### Clock nets

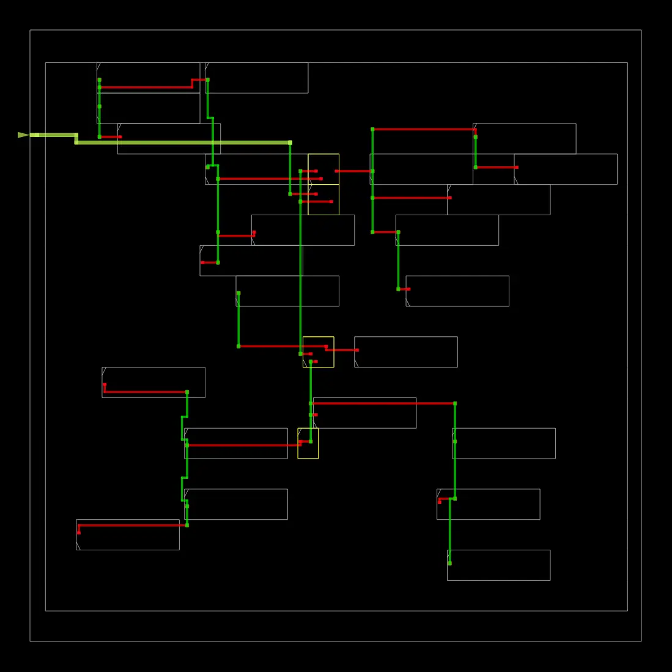
### Wire density map

11 x 11 tiles, from dark purple (low) to yellow (high), scaled to the fullest tile. Values are wire area over tile area, all layers added.
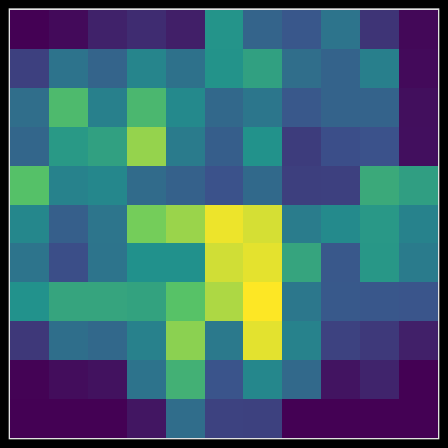
### Metal layers overlaid

Two of the layers only.
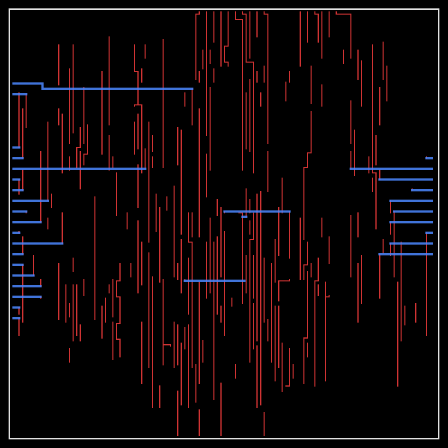
### Sequential cells grouped by signal name

Bar = 20 um. Other sequential cells in the stronger gray, the rest of the logic in the fainter gray.
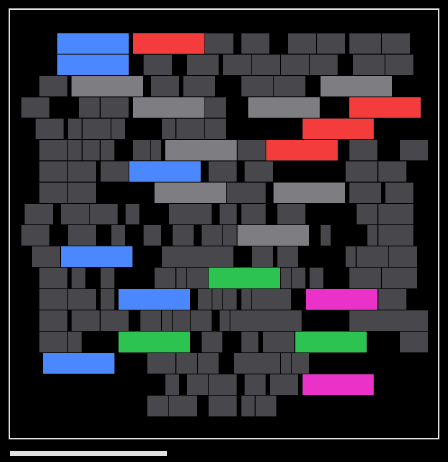
==> config.mk <==
export PLATFORM = sky130hd
export DESIGN_NAME = vc_arbiter_ctrl
export DESIGN_NICKNAME = d
export VERILOG_FILES = /design/src/rtl/vc_arbiter_ctrl.sv
export SDC_FILE = /design/constraint.sdc
export NUM_CORES = 1
export LEC_CHECK = 0
export CAP_MARGIN = 10
export CORE_UTILIZATION = 37
export CTS_BUF_LIST = sky130_fd_sc_hd__clkbuf_2 sky130_fd_sc_hd__clkbuf_4 sky130_fd_sc_hd__clkbuf_8
export DETAILED_ROUTE_END_ITERATION = 8
export HOLD_SLACK_MARGIN = 0.1
export MAX_ROUTING_LAYER = met4
export PLACE_DENSITY = 0.74
export SLEW_MARGIN = 10
export SYNTH_ARGS = -nofsm -noshare
export SYNTH_HDL_FRONTEND = slang
export SYNTH_SLANG_ARGS = --single-unit
==> constraint.sdc <==
create_clock -name clk -period 1.5 [get_ports clk]
set_input_delay 0.15 -clock clk [delete_from_list [all_inputs] [get_ports clk]]
set_output_delay 0.15 -clock clk [all_outputs]
set_load 0.005 [all_outputs]
==> impl_metrics.csv <==
group,metric,value,unit
die,die_h,54.6,um
layout,diodes,0,
global_routing,global_route.usage.met3,0.0306,
cts,ctsRootBufferMaster,"clkbuf_4",
flow_run,warning_count,29,
worst_setup_path,cp_top_family,"flip-flops",
global_routing,antenna_found_initial,0,
timing,final_max_slew_violation_tally,0,
worst_setup_path,critical_path.cell_chain,"inv_2 > ha_4 > a21oi_4 > nor3_2 > buf_2",
yosys,async_flop_share,1.00,
die,initial_core_util,0.402,
power_and_ir_drop,power.clock.fraction,0.187,
detailed_routing,routed_via_density,4.92,
timing,layout_worst_path_cycle_share,1.01,
run_status,failing_checks,"negative setup slack",
timing,grt_setup_unrepaired,"yes",
power_and_ir_drop,power.density,855,mW/mm2
detailed_routing,drt_pass1_iterations,4,
layout,final_net_count,183,
worst_setup_path,rrSetupSlack,40,ps
timing,fmax,661,MHz
die,die_area,0.00298,mm2
yosys,yosysTopAreaCell,"dfrtp_1",
layout,dominant-cell-class,"non-clock buffers",
yosys,yosys-stat-cells,89,
power_and_ir_drop,power_switching_share,0.257,
placement,post-dp-hpwl,1860,um
worst_setup_path,timing.critical_path.fanout_max,3,
cts,postCtsSetupRepairBufs,1,
layout,n_sequential_cell,23,
layout,drive_gt1_frac,0.301,
yosys,postSynthAreaPerCell,11.5,um2
placement,pre_cts_slack,-300,ps
layout,num-nonclk-buffers,66,
placement,port_buffers,48,
yosys,syn-cell-area,0.00102,mm2
layout,multi_input_comb_area,488,um2
layout,seq-cell-share,0.326,
flow_run,max-cap-violations,0,
global_routing,grt_use_met2,0.309,
timing,finalHoldWorstSlack,183,ps
yosys,synth_largest_type_area_fraction,0.562,
timing,postLayoutSetupSlackWorst,-13.5,ps
run_status,status,"finished, violations left",
die,ioPinCount,49,
yosys,yosys_register_bits,23,
detailed_routing,number_of_nets_with_antenna_violations_after_detailed_routing,0,
yosys,yosysChipArea,0.00102,mm2
worst_setup_path,r2r_depth,4,
worst_setup_path,required_time_of_the_critical_path,1350,ps
worst_setup_path,path_buffers,2,
timing,report.final.setup_viol,1,
placement,post_place_cells,174,
power_and_ir_drop,internal_power,1.12,mW
global_routing,grt_pass1_vias,882,
die,die-width,54.6,um
yosys,post_synth_and_or_nand_nor_area_fraction,0.115,
yosys,synth_cell_types,24,
worst_setup_path,critical-path-slowest-cell,"dfrtp_1",
layout,total_area_of_sequential_cells,576,um2
layout,layout.cell_area.non_filler,0.00177,mm2
timing,tns,-13.5,ps
power_and_ir_drop,leakage,0.765,nW
layout,largest_reg_flops,6,
placement,placement.cell_area,0.00161,mm2
power_and_ir_drop,post-layout-total-power,1.51,mW
Notes on 'Clock nets' above:
# clk buffers: 3
setup skew after layout: 1.32 ps

Notes on 'Wire density map' above:
8.3% of the tiles are nearly empty. The fullest tile reaches 0.36. The emptiest ninth of the die: lower right. 26% of the tiles are over half the peak. The densest ninth of the die: center.
routed via count: 900
detailed-route wire length per cell: 13.7 um

Notes on 'Metal layers overlaid' above:
Key: M2 = red [wire length 1280 um]; M3 = blue [wire length 139 um]
total track usage: 0.186
final wirelength: 2510 um

Notes on 'Sequential cells grouped by signal name' above:
Key: umbral_d = red [placed flops 4]; r_starve = green [placed flops 3]; data_out = blue [placed flops 6]; state = magenta [placed flops 2]
Another 8 sequential cells are not colored.
share of the core filled with cells in the final layout: 0.695
total sequential power: 0.763 mW

==> cells by family after synthesis <==
| family | Yosys count |
|---|---|
| buf+inv | 10 |
| simple gates | 20 |
| mux | 15 |
| fa+ha+maj | 2 |
| compound gates | 19 |
| flops | 23 |
==> power groups by stage <==
stage	registers (mW)	clock network (mW)	logic, mW
2_1_floorplan	0.778	0	0.118
3_3_place_gp	0.768	0	0.440
3_5_place_dp	0.773	0	0.451
4_1_cts	0.762	0.287	0.453
5_1_grt	0.777	0.320	0.513
6_report	0.763	0.283	0.466
==> worst reg2reg max path: cells and delay by family (launching register included) <==
kind                   cells  cell delay, ps
AND/OR/NAND/NOR            2             660
flip-flops                 1             430
AND-OR/OR-AND              1             160
buffers and inverters      1             150
No activity file was given, so power comes from the tool's default toggle rates.
